Figure 1. PDN straps and rails.
Scale bar: 100 um. Pins as bars on the die edge.
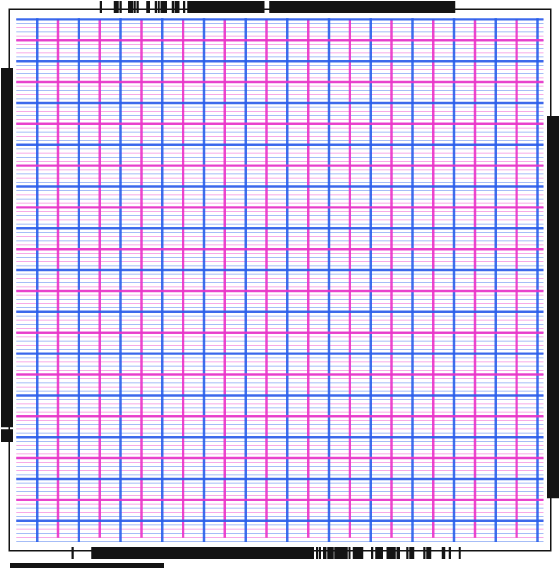
Figure 2. Routed clock nets over the placement.
Scale bar: 100 um.
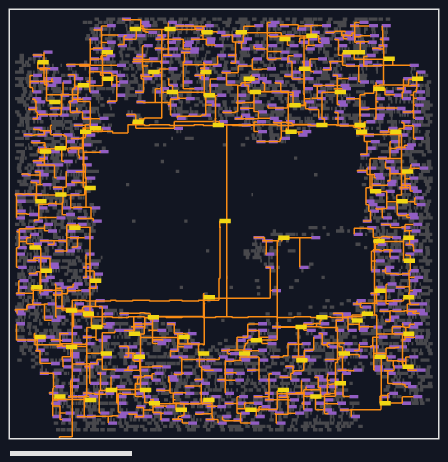
Figure 3. Cells coloured by class.
Scale bar: 100 um.
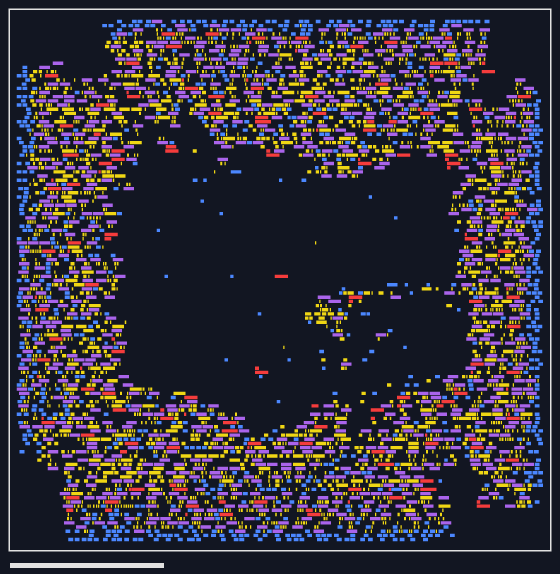
Figure 4. Placed standard cells.
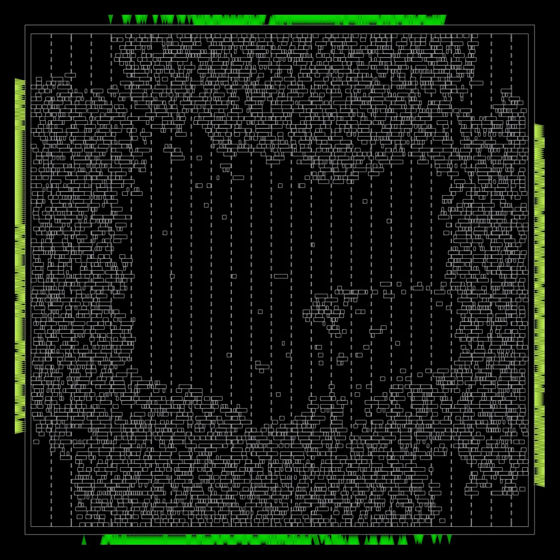
Figure 5. Signal wires by layer.
Two of the layers only.
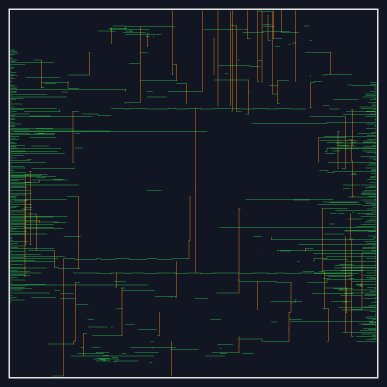
### src/rtl/rca_pkg.sv
// Shared constants and types for the wide sequential adder.
// Latency: n/a (declarations only).
// Backpressure: n/a.
package rca_pkg;

  // Width of one adder slice.
  localparam int RCA_W = 64;

  // Controller states.
  typedef enum logic [1:0] {
    IDLE = 2'd0,
    RUN  = 2'd1,
    DONE = 2'd2
  } state_e;

endpackage

### src/rtl/rca_wide_add_seq_rca64.sv
// 64-bit ripple-carry adder slice: sum = a + b + cin, with carry out.
// Latency: purely combinational.
// Backpressure: none; always produces a result.
module RCA_64 (
  input  logic [63:0] a,
  input  logic [63:0] b,
  input  logic        cin,
  output logic [63:0] sum,
  output logic        cout
);

  logic c;

  // Ripple the carry bit by bit from LSB to MSB.
  always_comb begin
    c   = cin;
    sum = '0;
    for (int i = 0; i < 64; i++) begin
      sum[i] = a[i] ^ b[i] ^ c;
      c      = (a[i] & b[i]) | (c & (a[i] ^ b[i]));
    end
    cout = c;
  end

endmodule

### src/rtl/rca_wide_add_seq.sv
// Wide add/subtract that time-shares one 64-bit RCA across WORDS slices, LSB first.
// Latency: out_valid rises WORDS cycles after the accept edge.
// Backpressure: in_ready only in IDLE; result held in DONE until out_ready.
module rca_wide_add_seq
  import rca_pkg::*;
#(
  parameter int WORDS = 4
) (
  input  logic                   clk,
  input  logic                   rst,
  input  logic                   in_valid,
  output logic                   in_ready,
  input  logic [RCA_W*WORDS-1:0] A,
  input  logic [RCA_W*WORDS-1:0] B,
  input  logic                   cin,
  input  logic                   sub,
  output logic                   out_valid,
  input  logic                   out_ready,
  output logic [RCA_W*WORDS-1:0] sum,
  output logic                   cout,
  output logic                   overflow
);

  localparam int IDX_W = (WORDS > 1) ? $clog2(WORDS) : 1;
  localparam logic [IDX_W-1:0] IDX_LAST = IDX_W'(WORDS - 1);

  state_e                           state_q, state_d;
  logic [WORDS-1:0][RCA_W-1:0]      a_q, a_d;
  logic [WORDS-1:0][RCA_W-1:0]      b_q, b_d;
  logic [WORDS-1:0][RCA_W-1:0]      sum_q, sum_d;
  logic                             carry_q, carry_d;
  logic [IDX_W-1:0]                 idx_q, idx_d;
  logic                             cout_q, cout_d;
  logic                             ovf_q, ovf_d;

  logic [RCA_W-1:0]                 rca_sum;
  logic                             rca_cout;

  // Single shared slice adder; operands come from the current slice index.
  RCA_64 u_rca (
    .a    (a_q[idx_q]),
    .b    (b_q[idx_q]),
    .cin  (carry_q),
    .sum  (rca_sum),
    .cout (rca_cout)
  );

  // Next-state and datapath sequencing; everything holds unless the state acts on it.
  always_comb begin
    state_d = state_q;
    a_d     = a_q;
    b_d     = b_q;
    sum_d   = sum_q;
    carry_d = carry_q;
    idx_d   = idx_q;
    cout_d  = cout_q;
    ovf_d   = ovf_q;
    case (state_q)
      IDLE: begin
        if (in_valid) begin
          a_d     = A;
          // Subtraction is A + ~B + cin; inverting once here keeps RUN uniform.
          b_d     = sub ? ~B : B;
          carry_d = cin;
          idx_d   = '0;
          state_d = RUN;
        end
      end
      RUN: begin
        sum_d[idx_q] = rca_sum;
        carry_d      = rca_cout;
        idx_d        = idx_q + 1'b1;
        if (idx_q == IDX_LAST) begin
          state_d = DONE;
          cout_d  = rca_cout;
          // Overflow uses the (possibly inverted) B that actually entered the adder.
          ovf_d   = (a_q[WORDS-1][RCA_W-1] == b_q[WORDS-1][RCA_W-1]) &&
                    (rca_sum[RCA_W-1] != a_q[WORDS-1][RCA_W-1]);
        end
      end
      DONE: begin
        if (out_ready) begin
          state_d = IDLE;
        end
      end
      default: state_d = IDLE;
    endcase
  end

  // State and datapath registers; reset wins over any handshake.
  always_ff @(posedge clk) begin
    if (rst) begin
      state_q <= IDLE;
      a_q     <= '0;
      b_q     <= '0;
      sum_q   <= '0;
      carry_q <= 1'b0;
      idx_q   <= '0;
      cout_q  <= 1'b0;
      ovf_q   <= 1'b0;
    end else begin
      state_q <= state_d;
      a_q     <= a_d;
      b_q     <= b_d;
      sum_q   <= sum_d;
      carry_q <= carry_d;
      idx_q   <= idx_d;
      cout_q  <= cout_d;
      ovf_q   <= ovf_d;
    end
  end

  assign in_ready  = (state_q == IDLE);
  assign out_valid = (state_q == DONE);
  assign sum       = sum_q;
  assign cout      = cout_q;
  assign overflow  = ovf_q;

endmodule

### config.mk
export PLATFORM = sky130hd
export DESIGN_NAME = rca_wide_add_seq
export DESIGN_NICKNAME = d
export VERILOG_FILES = /design/src/rtl/rca_pkg.sv /design/src/rtl/rca_wide_add_seq_rca64.sv /design/src/rtl/rca_wide_add_seq.sv
export SDC_FILE = /design/constraint.sdc
export NUM_CORES = 2
export LEC_CHECK = 0
export CORE_MARGIN = 4
export CORE_UTILIZATION = 28
export CTS_CLUSTER_SIZE = 28
export DETAILED_ROUTE_END_ITERATION = 8
export GPL_TIMING_DRIVEN = 1
export PLACE_DENSITY = 0.58
export SYNTH_ARGS = -nofsm -noshare
export SYNTH_HDL_FRONTEND = slang
export SYNTH_HIERARCHICAL = 1
export SYNTH_SLANG_ARGS = --single-unit
export TNS_END_PERCENT = 20
### constraint.sdc
create_clock -name clk -period 56.2 [get_ports clk]
set_input_delay 8.43 -clock clk [delete_from_list [all_inputs] [get_ports clk]]
set_output_delay 8.43 -clock clk [all_outputs]
set_load 0.05 [all_outputs]
==> notes.md <==
flow finished, numbers: register-to-register setup slack=27.25 ns, number of port buffers=777, initial detailed-routing violation count=1815, remaining antenna violation count=0, max-slew violation count=0, post-synthesis instance area=33000 sq um, Critical Path Most Common Cell=sky130_fd_sc_hd__fa_1, chip area in the Yosys report=33000 sq um, category of the critical setup timing path=reg2reg, Worst Setup SP=idx_q[0]$_SDFFE_PP0P_, start of the worst register-to-register path=idx_q[0]$_SDFFE_PP0P_, fraction of layout cells with a size suffix above 1=7.40%, routed via count divided by cell count=4.75, DRT Pass-1 Iters=6, met2 GRT Util=32.2%, slew of the pin with the lowest slew margin=1.14 ns, outcome=completed, total number of warnings across the stage logs=47, yosys cell count=3640, Area Overhead vs Synth=35.0%, number of global-route vias before repair=27285, global-route met1 utilization=23.4%, ys flops=775, cell count after placement=5663, worst hold margin=0.452 ns, delay contributed by the slowest stage of the critical path=0.85 ns, chip area=124000 sq um, worst hold path cell count=2, Slew HR=23.8%, DPL Wire Length=86900 um, Floorplan Nets=4226, minimum period implied by the final worst setup slack=28.96 ns, Setup TNS Final=0 ns, yosys warning tally=6, post-synthesis adder-cell area fraction=4.03%, XOR/XNOR Fraction of Synth Area=6.78%, Max Fanout on Critical Path=31, RSZ-0062 raised after global routing=false, Clock Tree Root=sky130_fd_sc_hd__clkbuf_16, initial standard-cell utilization of the core=28.3%
Back to the opening pictures, Figure 1:
VDD -> magenta
VSS -> blue
rows = 125
met1 rails = 126
Die W: 352 um
peak supply drop: 0.0000225 V
height of the chip: 352 um
CORE AREA: 117000 sq um

Back to the opening pictures, Figure 2:
flip-flops -> purple  # count 775
clock wires -> orange  # length 11100 um
clock drivers -> yellow  # count 89
flops lie = spread over the die
Clk power: 0.588 mW
part of the power in the clock network: 41.7%
final worst clock skew: 0.0315 ns
source-to-sink clock delay at the later pin of the worst-skew pair: 0.67 ns

Back to the opening pictures, Figure 3:
remaining buffers and delay cells -> blue  # cells 817
sequential cells -> purple  # cells 775
clock drivers and dummy loads -> red  # cells 156
combinational and other logic -> yellow  # cells 2547

Back to the opening pictures, Figure 4:
number of fillers in the final layout: 11863
Layout Utilization: 38.2%
filler-free cell count of the finished design: 5851
n_taps: 1524

Back to the opening pictures, Figure 5:
metal 3 -> green  # wire length 9400 um
metal 4 -> orange  # wire length 2950 um
Avg WL per Cell: 21.1 um
total wirelength of the detailed-routed design: 123000 um
via total after detailed routing: 27766
global routing usage summed across all routing layers: 19.0%

-- per-layer routing --
metal  part of all wire (%)  vias to the layer above
li1                       -                    13444
met1                     41                    13306
met2                     48                      816
met3                    7.6                      176
met4                    2.4                       24
met5                   0.14                        -
-- worst max-delay path: cells and delay by family (launching register included) --
kind | cells | cell delay (ns)
adder cells (fa/ha/maj) | 64 | 26.17
flip-flops | 1 | 0.85
multiplexers | 1 | 0.61
buffers and inverters | 4 | 0.47
AND/OR/NAND/NOR | 1 | 0.46
AND-OR/OR-AND | 1 | 0.25
-- state kept, by name (all words and copies together) (netlist names) --
| register | count |
|---|---|
| a_q | 256 |
| b_q | 256 |
| sum | 256 |
| idx_q | 2 |
| state_q | 2 |
| carry_q | 1 |
| cout | 1 |
| overflow | 1 |
-- cell type report --
class                   instances  area [sq um]  share of cell area (%)
clock inverters                35           419                   0.940
inverters                      15          56.3                   0.126
multi-input cells            2532         16000                    35.9
clock buffers                 121          2510                    5.62
repair buffers                817          8130                    18.2
well taps                    1524          1910                    4.27
diodes                         32          80.1                   0.179
flip-flops and latches        775         15500                    34.8
-- per-stage QoR --
step | total power [mW] | utilization, % | setup WS (ns) | instance area [sq um]
floorplan | 0.742 | - | 29.72 | 33000
global placement | 0.833 | 35.7 | 27.31 | 41600
detailed placement | 0.835 | 35.7 | 27.20 | 41600
CTS | 1.43 | 38.2 | 27.19 | 44500
global route | 1.47 | 38.2 | 26.55 | 44600
finish | 1.41 | 38.2 | 27.25 | 44600
-- power breakdown --
group          switching, mW  total (mW)  internal [mW]
clock                  0.243       0.588          0.346
sequential            0.0177       0.599          0.581
combinational          0.123       0.223         0.0996
Power figures rest on the tool's default switching activity, not on a simulated workload.
